### Clock distribution

The bar under the picture is 20 µm long.
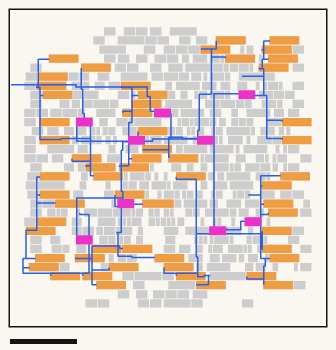
### Close-up of the layout

Region (56, 9) to (86, 39) µm. Cells in gray, sequential cells in the stronger gray; small squares are vias.
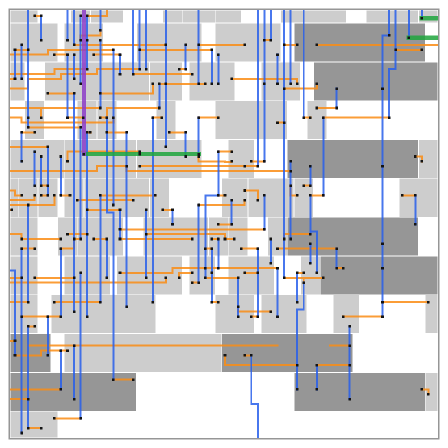
**src/rtl/screen_fade_mux.sv**
```systemverilog
// Screen selector with PS/2 next/prev/home keys and a frame-synchronous fade-out/fade-in.
// Pixel path: renderer mux -> brightness scale -> blanking, 2 clk latency, syncs delayed to match.
module screen_fade_mux #(
    parameter int         N_SCREENS   = 4,
    parameter int         SEL_W       = $clog2(N_SCREENS),
    parameter int         RGB_W       = 12,
    parameter int         FADE_FRAMES = 16,
    parameter int         HOME_SCREEN = 0,
    parameter logic [7:0] KEY_NEXT    = 8'h74,
    parameter logic [7:0] KEY_PREV    = 8'h6B,
    parameter logic [7:0] KEY_HOME    = 8'h76
) (
    input  logic                       clk,
    input  logic                       rst,
    input  logic [15:0]                keycode,
    input  logic                       vsync_in,
    input  logic                       hsync_in,
    input  logic                       vblnk_in,
    input  logic                       hblnk_in,
    input  logic [N_SCREENS*RGB_W-1:0] rgb_in,
    output logic                       vsync_out,
    output logic                       hsync_out,
    output logic [RGB_W-1:0]           rgb_out,
    output logic [SEL_W-1:0]           screen,
    output logic                       busy
);

    localparam int LVL_W  = $clog2(FADE_FRAMES) + 1;
    localparam int CH_W   = RGB_W / 3;
    localparam int SHIFT  = LVL_W - 1;
    localparam int PROD_W = CH_W + LVL_W;

    localparam logic [SEL_W-1:0] LAST_IDX   = SEL_W'(N_SCREENS - 1);
    localparam logic [SEL_W-1:0] HOME_IDX   = SEL_W'(HOME_SCREEN);
    localparam logic [LVL_W-1:0] LVL_FULL   = LVL_W'(FADE_FRAMES);
    localparam logic [LVL_W-1:0] LVL_ALMOST = LVL_W'(FADE_FRAMES - 1);
    localparam logic [LVL_W-1:0] LVL_ONE    = LVL_W'(1);

    typedef enum logic [2:0] {
        IDLE,
        PENDING,
        FADE_OUT,
        SWITCH,
        FADE_IN
    } state_t;

    state_t           state;
    logic [LVL_W-1:0] lvl;
    logic [SEL_W-1:0] tgt;
    logic [15:0]      key_q;
    logic             vsync_q;

    logic             key_evt;
    logic             key_known;
    logic [SEL_W-1:0] target;
    logic             req;
    logic             tick;

    // NOTE: combinational decode uses blocking '=' with a default for every output first,
    // so no path leaves a signal unassigned and no latch is inferred.
    always_comb begin
        key_evt   = (keycode != key_q) && (keycode[15:8] != 8'hF0);
        key_known = 1'b0;
        target    = screen;
        case (keycode[7:0])
            KEY_NEXT: begin
                key_known = 1'b1;
                target    = (screen == LAST_IDX) ? '0 : screen + 1'b1;
            end
            KEY_PREV: begin
                key_known = 1'b1;
                target    = (screen == '0) ? LAST_IDX : screen - 1'b1;
            end
            KEY_HOME: begin
                key_known = 1'b1;
                target    = HOME_IDX;
            end
            default: ;
        endcase
        req  = key_evt && key_known && (target != screen);
        tick = vsync_in && !vsync_q;
    end

    // NOTE: all state registers use non-blocking '<=' so every register samples
    // the pre-edge values of its neighbours regardless of statement order.
    always_ff @(posedge clk or negedge rst) begin
        if (!rst) begin
            state   <= IDLE;
            lvl     <= LVL_FULL;
            screen  <= HOME_IDX;
            tgt     <= HOME_IDX;
            busy    <= 1'b0;
            key_q   <= 16'h0;
            vsync_q <= 1'b0;
        end else begin
            key_q   <= keycode;
            vsync_q <= vsync_in;
            case (state)
                IDLE: begin
                    if (req) begin
                        tgt   <= target;
                        state <= PENDING;
                        busy  <= 1'b1;
                    end
                end
                PENDING: begin
                    if (req)  tgt   <= target;
                    if (tick) state <= FADE_OUT;
                end
                FADE_OUT: begin
                    if (tick) begin
                        lvl <= lvl - 1'b1;
                        if (lvl == LVL_ONE) state <= SWITCH;
                    end
                end
                SWITCH: begin
                    screen <= tgt;
                    state  <= FADE_IN;
                end
                FADE_IN: begin
                    if (tick) begin
                        lvl <= lvl + 1'b1;
                        if (lvl == LVL_ALMOST) begin
                            state <= IDLE;
                            busy  <= 1'b0;
                        end
                    end
                end
                default: begin
                    state <= IDLE;
                    busy  <= 1'b0;
                end
            endcase
        end
    end

    logic [RGB_W-1:0] pix_s1;
    logic             blank_s1;
    logic [1:0]       vsync_d;
    logic [1:0]       hsync_d;
    logic [RGB_W-1:0] faded;

    // Scale at full product width, then truncate; lvl == FADE_FRAMES is an exact pass-through.
    always_comb begin
        faded = '0;
        for (int c = 0; c < 3; c++) begin
            faded[c*CH_W +: CH_W] =
                CH_W'((PROD_W'(pix_s1[c*CH_W +: CH_W]) * PROD_W'(lvl)) >> SHIFT);
        end
    end

    always_ff @(posedge clk or negedge rst) begin
        if (!rst) begin
            pix_s1   <= '0;
            blank_s1 <= 1'b0;
            vsync_d  <= 2'b00;
            hsync_d  <= 2'b00;
            rgb_out  <= '0;
        end else begin
            pix_s1   <= rgb_in[screen*RGB_W +: RGB_W];
            blank_s1 <= hblnk_in | vblnk_in;
            vsync_d  <= {vsync_d[0], vsync_in};
            hsync_d  <= {hsync_d[0], hsync_in};
            rgb_out  <= blank_s1 ? '0 : faded;
        end
    end

    assign vsync_out = vsync_d[1];
    assign hsync_out = hsync_d[1];

endmodule

```
**config.mk**
```make
export PLATFORM = sky130hd
export DESIGN_NAME = screen_fade_mux
export DESIGN_NICKNAME = d
export VERILOG_FILES = /design/src/rtl/screen_fade_mux.sv
export SDC_FILE = /design/constraint.sdc
export NUM_CORES = 1
export LEC_CHECK = 0
export CORE_MARGIN = 4
export CORE_UTILIZATION = 51
export DETAILED_ROUTE_END_ITERATION = 12
export PLACE_DENSITY = 0.81
export RECOVER_POWER = 50
export SETUP_SLACK_MARGIN = 0.2
export SYNTH_ARGS = -nofsm -noshare
export SYNTH_HDL_FRONTEND = slang
export SYNTH_SLANG_ARGS = --single-unit
```
**constraint.sdc**
```tcl
create_clock -name clk -period 4 [get_ports clk]
set_input_delay 0.4 -clock clk [delete_from_list [all_inputs] [get_ports clk]]
set_output_delay 0.4 -clock clk [all_outputs]
set_load 0.01 [all_outputs]
```
==> run summary <==
run metrics: Seq share, synth 0.378, final std cell area, no fill 5020 µm², H-Tree Depth 3, TritonRoute pass-1 iters 4, filler-free cell count of the finished design 543, cell type with the largest total area after synthesis sky130_fd_sc_hd__dfrtp_1, Resized Gates After CTS 0, Final setup viols 0, Maximum Capacitance Violations 0, number of buffers on the longest clock path 2, DRT Wirelength 8180 µm, initial standard-cell utilization of the core 0.527, number of instances in the placed design 526, cell area reported after detailed placement 4800 µm², number of DRC markers in iteration 0 83, antenna violations before repair 0, total die area 8990 µm², distinct lib cells 46, maximum fanout encountered on the critical timing path 18, count of inserted antenna diode cells 0, IO Port Bufs 86, row cnt 31, top logic cell by instance count in the layout sky130_fd_sc_hd__clkdlybuf4s50_1, CTS tree done, hold path depth 0, insertion delay of the later-clocked pin in the worst-skew pair 0.34 ns, timing startpoint of the critical path lvl[2]$_DFFE_PN0P_, setup slack, reg-to-reg 0.72 ns, fin crit period 3.28 ns, overall track demand over capacity in global routing 0.201, startpoint of the tightest hold check path hsync_d[0]$_DFF_PN0_, number of nets in the finished design 557, area added between synthesis and finish 30.7%, Worst EP arrival 3.48 ns, root buf cell sky130_fd_sc_hd__clkbuf_8, proportion of register bits with asynchronous set or reset after synthesis 1.00, cell count in the Yosys report 349, ratio of cells with drive above 1 in the final layout 0.0901, number of nets with antenna violations after detailed routing 0, Area leader share 0.371, Worst Setup End Kind register, Commonest flop sky130_fd_sc_hd__dfrtp_1, flip-flops with a built-in enable 0, die span in y 94.8 µm, cycle use final 0.819, Reg2Reg Capture Point rgb_out[7]$_DFF_PN0_, number of top-level pins 87, clock buffers created by TritonCTS 9, status completed, Yosys reg bits 58, Final TNS setup 0 ns, Achievable Freq 305 MHz, YS warnings 0, Fill cells 582, core outline area 7290 µm², last element of the critical path rgb_out[7]$_DFF_PN0_, Sinks on Clock Net 58, headroom to the max-slew limit 0.126
Notes on 'Clock distribution' above:
[clock drivers] magenta | count: 9
[flip-flops] orange | count: 58
[clock wires] blue | length: 783 µm
routed clock nets	10

Notes on 'Close-up of the layout' above:
layer	color
metal 1	orange
metal 2	blue
metal 4	purple
metal 3	green
most frequent	nand2_1 (8), dfrtp_1 (8), ha_1 (7)
cells with their middle in the window	55
sequential cells in the window	8
netlist names of flops here include	rgb_out (4), hsync_d (2)

-- metal layers --
layer / global-route usage / wire (µm)
met1: 0.231 / 3210
met2: 0.377 / 4540
met3: 0.0454 / 372
met4: 0.0493 / 50
met5: 0 / 0
-- power breakdown --
group	switching (mW)	internal [mW]
clock	0.238	0.366
sequential	0.178	0.710
combinational	0.876	0.863
total	1.29	1.94
-- timing repair --
item,CTS,global route
hold buffers,1,0
setup buffers,0,0
hold endpoints to repair,16,0
-- synthesized netlist by cell type, drive strengths merged (2+ instances only) --
| cell type | number |
|---|---|
| a21oi | 12 |
| and2 | 35 |
| xnor2 | 34 |
| nand2 | 32 |
| clkbuf | 9 |
| nor4 | 2 |
| a31oi | 3 |
| nor2 | 19 |
| nand2b | 2 |
| ha | 33 |
| nand4 | 6 |
| a21o | 4 |
| nand3b | 3 |
| dfrtp | 57 |
| buf | 2 |
| inv | 23 |
| or4 | 2 |
| nor2b | 5 |
| fa | 15 |
| mux4 | 12 |
| xor2 | 5 |
| o21ai | 10 |
| mux2 | 2 |
| o21bai | 4 |
| and4 | 3 |
-- registers in the layout (all words and copies together) (netlist names), 2 cells and up --
name / count
hsync_d: 2
key_q: 16
lvl: 5
pix_s1: 12
rgb_out: 12
screen: 2
state: 3
tgt: 2
vsync_d: 2
-- stage by stage --
step / worst slack, ns / total power [mW] / hold slack (ns)
2_1_floorplan: 0.814 / 2.16 / 0.104
3_3_place_gp: 0.879 / 2.53 / 0.328
3_5_place_dp: 0.732 / 2.63 / 0.330
4_1_cts: 0.720 / 3.28 / 0.354
5_1_grt: 0.491 / 3.56 / 0.366
6_report: 0.725 / 3.23 / 0.351
-- cell families (layout without fill, tap and decap cells) --
group / Yosys count / count (layout) / share of synthesized area
AND/OR/NAND/NOR: 118 / 118 / 0.171
flip-flops: 58 / 58 / 0.378
adder cells (fa/ha/maj): 48 / 48 / 0.186
XOR/XNOR: 39 / 39 / 0.0889
AND-OR/OR-AND: 37 / 37 / 0.0638
buffers and inverters: 34 / 129 / 0.0342
multiplexers: 15 / 15 / 0.0788
-- critical path, cell delays in order (launching register included) --
cell and delay [ns]:
sky130_fd_sc_hd__dfrtp_1 0.65, sky130_fd_sc_hd__nand2_1 0.13, sky130_fd_sc_hd__fa_1 0.51, sky130_fd_sc_hd__inv_1 0.06, sky130_fd_sc_hd__fa_1 0.48, sky130_fd_sc_hd__ha_1 0.30, sky130_fd_sc_hd__and4_1 0.15, sky130_fd_sc_hd__a21o_1 0.20
sky130_fd_sc_hd__a21oi_1 0.26, sky130_fd_sc_hd__o21ai_0 0.17, sky130_fd_sc_hd__xnor2_1 0.18, sky130_fd_sc_hd__nor2_1 0.06
-- final cells by class --
class / instances / area (µm²) / area share
flip-flops and latches: 58 / 1450 / 0.289
clock buffers: 11 / 141 / 0.0282
multi-input cells: 257 / 2260 / 0.450
repair buffers: 90 / 881 / 0.175
clock inverters: 5 / 77.6 / 0.0154
inverters: 23 / 86.3 / 0.0172
well taps: 99 / 124 / 0.0247
Power is estimated from default activity; no workload was simulated.
